==> config.mk <==
export PLATFORM = sky130hd
export DESIGN_NAME = calc_datapath
export DESIGN_NICKNAME = d
export VERILOG_FILES = /design/src/rtl/calc_datapath.sv
export SDC_FILE = /design/constraint.sdc
export NUM_CORES = 1
export LEC_CHECK = 0
export CAP_MARGIN = 5
export CORE_MARGIN = 1
export CORE_UTILIZATION = 56
export CTS_CLUSTER_SIZE = 30
export DETAILED_ROUTE_END_ITERATION = 12
export GPL_TIMING_DRIVEN = 0
export HOLD_SLACK_MARGIN = 0.05
export PLACE_DENSITY = 0.94
export SLEW_MARGIN = 0
export SYNTH_ARGS = -nofsm -noshare
export SYNTH_HDL_FRONTEND = slang
export SYNTH_SLANG_ARGS = --single-unit
==> constraint.sdc <==
create_clock -name clk -period 8.58 [get_ports clk]
set_input_delay 0.858 -clock clk [delete_from_list [all_inputs] [get_ports clk]]
set_output_delay 0.858 -clock clk [all_outputs]
set_load 0.02 [all_outputs]
==> run_1/final_placement.png <==
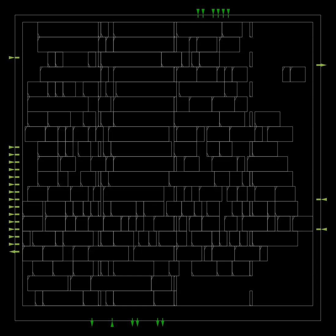
Non-Filler Instances: 219
FP Rows: 19
FILL cells: 184

==> run_1/cell_classes.png <==
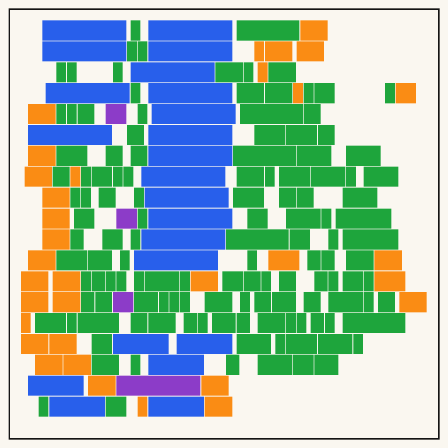
Key: blue = flip-flops [cells 22, share of their area 31%]; orange = other buffers and delay cells [cells 33, share of their area 15%]; purple = clock drivers and dummy loads [cells 4, share of their area 2.8%]; green = all other logic [cells 129, share of their area 50%]
Layout Utilization: 71.2%
Core Box Area: 2730 um2

==> run_1/density.png <==
11 x 11 tiles, from white (low) to dark blue (high), 0 to 100% covered.
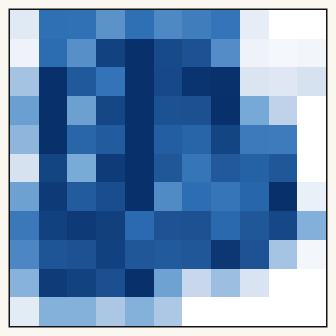
The mean over all tiles is 62%. 9.9% of the tiles are nearly empty. The fullest tile reaches 100%. 49% of the tiles are over 75% full.
Pre-Place Util: 59.1%

==> deck_impl_summary.md, run 1 <==
Flow Results at a Glance

Yosys
  – Mapped Cells: 160
  – Cells in synth_stat.txt: 160
  – Post-synth regs: 22
  – Synth warnings: 0
  – Seq share, synth: 37.2%
  – Yosys stat chip area: 1620 um2
  – Ys flop type: edfxtp_1
  – EDFF count, synth: 16
  – Net count after synthesis: 194
  – Mapped cell area: 1620 um2

Setup path
  – Kind of critical path: in -> reg
  – Startpoint Class: input port
  – CP Capture Type: flip-flop
  – Reg2Reg Setup Slack: 5.58 ns
  – Reg2Reg Depth: 9
  – Arrival time at the worst endpoint: 3.54 ns
  – Critical path peak fanout: 7

Final timing
  – RSZ-0062 raised after global routing: false
  – Setup ws final: 5.11 ns
  – Slew Viols, Final: 0
  – Worst clock skew: 0.000440 ns
  – Crit share post-route: 40.4%
  – Sum Neg Setup Slack: 0 ns
  – Final Hold Fails: 0
  – Setup violations, final: 0

Power and ir drop
  – Max IR drop VDD: 168 uV
  – Pleak: 0.000813 uW
  – Power per cell area: 140 nW/um2

CTS
  – CTS clk-pin slew, worst paths: 0.11 ns
  – Root Driver: clkbuf_4
  – Sink Count: 22
  – Clk buf depth: 2
  – CTS Buf Count: 3
  – Cts repair resizes: 0
  – Hold_buf cts: 0
  – # H-tree levels: 1

Drt
  – Remaining DRCs: 0
  – Wire length per cell: 15.5 um
  – Post-route ant nets: 0
  – Drt pass-1 iters: 5
  – DR vias/cell: 5.97
  – Final WL: 3390 um
  – DR vias: 1307
  – 1st-iter DRT viols: 50

Finish
  – Gate Area: 917 um2
  – Register area: 601 um2
  – Area Overhead vs Synth: 20.5%
  – Largest register FFs: 16
  – Layout cells sized above 1: 16.0%

Die
  – Top Ports: 31
  – Chip Area: 3100 um2
  – Chip width: 55.7 um

Placed design
  – Dpl ws: 4.79 ns
  – Dpl hpwl: 2750 um
  – Placed Cells: 215
  – GP Congestion: 0.852

GRT
  – Largest net degree at the start of global routing: 14
  – Vias in the first global route: 1314
  – Antenna violations before repair: 0
  – Wire length of the first global-routing pass: 5550 um
  – Overflow left after global routing: 0
  – GRT Util Overall: 23.2%

Hold path
  – Hold Crit Depth: 2
  – Worst hold path class: reg -> reg

Outcome
  – Outcome: completed

Job
  – Max Cap Viol: 0
  – OpenROAD warnings: 30
==> run 1: placed cells by master, fill, tap and decap left out, types with 2 or more instances in the layout <==
cell type	count
clkdlybuf4s50_1	24
nor2_1	22
edfxtp_1	16
nand2_1	14
inv_1	12
ha_1	8
mux2_2	7
mux2i_1	7
clkbuf_1	6
dfxtp_1	6
mux4_2	5
a21oi_1	5
and2_1	4
o21ai_0	4
nor2b_1	4
nand2b_1	4
o211ai_1	3
or3_1	3
clkbuf_4	3
buf_6	2
nand3b_1	2
a21o_2	2
a211oi_1	2
fa_1	2
==> run 1: metrics by stage <==
stage | power (uW) | cell area (um2) | hold WS, ns
5_1_grt | 282 | 1950 | 0.501
2_1_floorplan | 171 | 1620 | 0.528
3_5_place_dp | 196 | 1890 | 0.448
3_3_place_gp | 192 | 1890 | 0.447
4_1_cts | 271 | 1950 | 0.464
6_report | 272 | 1950 | 0.464
==> run 1: where the power goes <==
part           switching [uW]  internal, uW  total [uW]
clock                    30.3          47.3        77.6
combinational            36.1          35.5        71.6
sequential               3.34           120         123
total                    69.7           203         272
==> run 1: synthesized netlist by cell type, drive strengths merged, types with 3 or more instances <==
cell type / n / share of area (%)
o21ai: 4 / 1.2
a21oi: 5 / 1.5
nand2b: 4 / 1.5
o211ai: 3 / 1.4
buf: 3 / 1.9
mux4: 5 / 7.0
inv: 12 / 2.8
mux2: 7 / 4.9
clkbuf: 6 / 1.4
nor2: 22 / 5.1
nand2: 14 / 3.3
mux2i: 7 / 4.3
or3: 3 / 1.2
edfxtp: 16 / 30
a211oi: 3 / 1.7
ha: 8 / 6.2
and2: 4 / 1.5
nor2b: 4 / 1.5
dfxtp: 6 / 7.4
==> run 1: layer usage <==
| metal | vias up | global-route usage (%) | wire length, um |
|---|---|---|---|
| li1 | 621 | - | - |
| met1 | 616 | 25.2 | 1280 |
| met2 | 58 | 43.0 | 1800 |
| met3 | 12 | 3.72 | 232 |
| met4 | 0 | 11.8 | 82 |
| met5 | - | 0 | 0 |
==> run 1: worst max-delay path: stages <==
cell,delay (ns)
clkbuf_1,0.26
mux4_2,0.54
and2_1,0.19
ha_1,0.20
inv_1,0.07
fa_1,0.42
mux4_2,0.54
a22oi_1,0.16
nand2b_1,0.21
nor2_1,0.08
==> run 1: cells by family (layout without fill, tap and decap cells) <==
kind of cell,Yosys count,in the layout,share of synthesized area [%]
fa+ha+maj,10,10,8.68
simple gates,59,59,18.0
buf+inv,21,49,6.04
mux,19,19,16.2
other cells,1,1,0.232
xor+xnor,1,1,0.542
flops,22,22,37.2
compound gates,27,27,13.2
==> run 1: layout make-up <==
| cell class | instances | share of cell area (%) |
|---|---|---|
| multi-input cells | 117 | 47.1 |
| flip-flops and latches | 22 | 30.8 |
| well taps | 31 | 1.99 |
| repair buffers | 24 | 12.3 |
| clock buffers | 3 | 1.16 |
| clock inverters | 1 | 1.54 |
| plain buffers | 9 | 2.70 |
| inverters | 12 | 2.31 |
==> inputs of run 2 (changes only) <==
CORE_UTILIZATION = 47   (was 56)
PLACE_DENSITY = 0.85   (was 0.94)
clock period = 2.86 ns   (was 8.58 ns; I/O delays follow)
==> run_2/final_placement.png <==
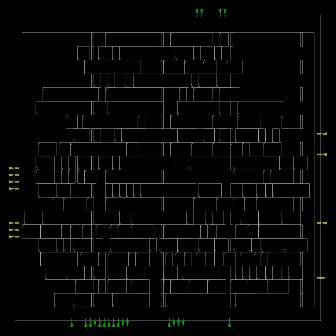
flip-flops: 22
Core Box Area: 3150 um2

==> run_2/density.png <==
6 x 6 tiles, from white (low) to dark blue (high), 0 to 100% covered.
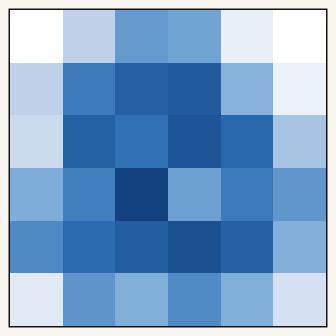
Pre-Place Util: 51.2%
Layout Utilization: 63.7%

==> run 2 against run 1 <==
Compared with the run above:
- critical path depth decreased by 1
- register-to-register slack worse by 5.6 ns
- total power rose to 2.7 times the previous value
- critical path type is now reg -> reg
- highest routed layer unchanged
- largest power group unchanged
- sequential power rose to 3.0 times the previous value
- largest cell class unchanged
==> deck_impl_summary.md, run 2 <==
Flow Results at a Glance

Outcome
  – Outcome: completed

CTS
  – CTS clk-pin slew, worst paths: 0.12 ns
  – CTS tree: built
  – Hold_buf cts: 0
  – Clk buf depth: 2
  – Late-Pin Clk Latency: 0.32 ns
  – Root Driver: clkbuf_4
  – Sink Count: 22
  – CTS Buf Count: 3
  – # H-tree levels: 1

Final timing
  – Final Hold Fails: 0
  – Minimum clock period: 2.84 ns
  – RSZ-0062 raised after global routing: true
  – Setup violations, final: 0
  – WHS: 0.347 ns
  – Slew Viols, Final: 0
  – Fmax: 353 MHz
  – Worst clock skew: 0.00922 ns
  – Crit share post-route: 99.2%

Die
  – Top Ports: 31
  – FP Rows: 20
  – Die Y: 60.6 um
  – Chip width: 60.6 um
  – Chip Area: 3680 um2

Drt
  – DR vias: 1277
  – Remaining DRCs: 0
  – 1st-iter DRT viols: 62
  – Post-route ant nets: 0
  – Drt pass-1 iters: 4
  – Wire length per cell: 14.4 um
  – DR vias/cell: 5.46
  – Final WL: 3370 um

Power and ir drop
  – Clock network power share: 19.8%
  – Net Sw Power: 217 uW
  – Power per cell area: 370 nW/um2
  – Register share of total power: 49.8%
  – Pint: 526 uW
  – Max IR drop VDD: 352 uV
  – Pleak: 0.000822 uW
  – Comb power frac: 30.5%
  – Sw frac: 29.2%

Setup path
  – Most used cell, CP: mux4_2
  – CP Capture Type: flip-flop
  – Reg2Reg Depth: 9
  – Worst path slowest cell: mux4_2
  – Worst path depth: 9
  – Worst Path Buf+Inv: 1
  – Arrival time at the worst endpoint: 2.91 ns
  – Reg2Reg Setup Slack: 0.02 ns
  – Startpoint Class: flip-flop
  – Crit path max-delay family: multiplexers
  – Critical Path, Cell by Cell: mux4_2, and2_4, ha_4, inv_2, fa_1, mux4_2, a22oi_2, nand2b_4, nor2_2
  – Critical path peak fanout: 4
  – Crit path DRT: 2.94 ns
  – Kind of critical path: reg -> reg
  – CP max stage delay: 0.55 ns

Finish
  – Final instance area: 2010 um2
  – Commonest Layout Cell: clkdlybuf4s50_1
  – Area Overhead vs Synth: 24.4%
  – Ant diodes: 0
  – Top Layout Cells: 24 x clkdlybuf4s50_1, 20 x nor2_1, 16 x edfxtp_1
  – FILL cells: 275
  – Final net count: 225
  – Layout cells sized above 1: 21.6%
  – Largest register FFs: 16
  – Non-Filler Instances: 234

GRT
  – Overflow left after global routing: 0
  – Largest net degree at the start of global routing: 13
  – Antenna violations before repair: 0
  – Vias in the first global route: 1194
  – GRT Util Overall: 19.9%
  – Wire length of the first global-routing pass: 5300 um

Job
  – OpenROAD warnings: 31
  – Max Cap Viol: 0

Yosys
  – Net count after synthesis: 194
  – Synth cell types: 42
  – EDFF count, synth: 16
  – Cells in synth_stat.txt: 160
  – Seq share, synth: 37.2%
  – Synth top cell by count: nor2_1
  – Ys flop type: edfxtp_1
  – Post-synth regs: 22
  – Top cells, area: edfxtp_1 30%, dfxtp_1 7.4%, mux4_2 7.0%
  – Yosys top cell by area: edfxtp_1
  – Mapped cell area: 1620 um2
  – Yosys stat chip area: 1620 um2
  – Synth warnings: 0
  – Mean Syn Cell Area: 10.1 um2
  – Max-area cell share: 29.7%
  – Mapped Cells: 160
  – Most frequent cells after synthesis: 22 x nor2_1, 16 x edfxtp_1, 14 x nand2_1
  – Asr flop ratio synth: 0%

Placed design
  – Post-place instance area: 1910 um2
  – Dpl hpwl: 2730 um
  – GP Congestion: 0.917
  – Placed Cells: 228
  – Number of port buffers: 24

Hold path
  – Worst hold path class: in -> reg
  – Hold Crit Depth: 2
run 2: cell count changes in the layout (fill, tap and decap cells not counted), moves of 2 or more:
cell    before  now
ha_1         8    6
nor2_2       0    2
ha_4         0    2
inv_1       12   10
inv_2        0    2
buf_4        1    3
nor2_1      22   20
run 2: cell families after synthesis:
group / after synthesis / share of synthesized area, %
AOI/OAI and AO/OA: 27 / 13.2
xor gates and xnor gates: 1 / 0.542
adders and majority gates: 10 / 8.68
buffers and inverters: 21 / 6.04
DFF: 22 / 37.2
muxes: 19 / 16.2
other: 1 / 0.232
and+or+nand+nor: 59 / 18.0
run 2: what timing repair did:
| action | CTS | global route |
|---|---|---|
| gates cloned | 0 | 0 |
| gates resized | 5 | 7 |
| pin swaps | 4 | 4 |
| hold endpoints to repair | 0 | 0 |
| endpoints found under the setup margin | 4 | 9 |
| buffers inserted | 2 | 0 |
run 2: power groups by stage:
stage | combinational, uW | sequential [uW] | clock (uW)
after CTS | 218 | 369 | 145
after detailed placement | 209 | 377 | 0
after floorplan | 132 | 380 | 0
after global placement | 204 | 375 | 0
final | 226 | 370 | 147
after global routing | 246 | 371 | 164
run 2: layout make-up:
class | instances | area, um2 | area share (%)
clock buffers | 3 | 22.5 | 1.12
well taps | 44 | 55.1 | 2.74
multi-input cells | 117 | 973 | 48.4
clock inverters | 1 | 3.75 | 0.187
inverters | 12 | 45.0 | 2.24
repair buffers | 26 | 255 | 12.7
flip-flops and latches | 22 | 601 | 29.9
plain buffers | 9 | 53.8 | 2.68
run 2: layer usage:
layer	global-route usage (%)	vias up	part of all wire, %
li1	-	624	-
met1	24.4	613	42
met2	35.0	31	53
met3	1.71	9	3.2
met4	10.1	0	2.3
met5	0	-	0
run 2: stage by stage:
stage,total power (uW),TNS [ns],worst slack [ns]
after floorplan,512,0,0.0178
after global placement,578,-2.56,-0.280
after detailed placement,586,-2.99,-0.351
after CTS,732,0,0.0153
after global routing,780,-0.120,-0.0361
final,743,0,0.0238
Power is estimated from default activity; no workload was simulated.
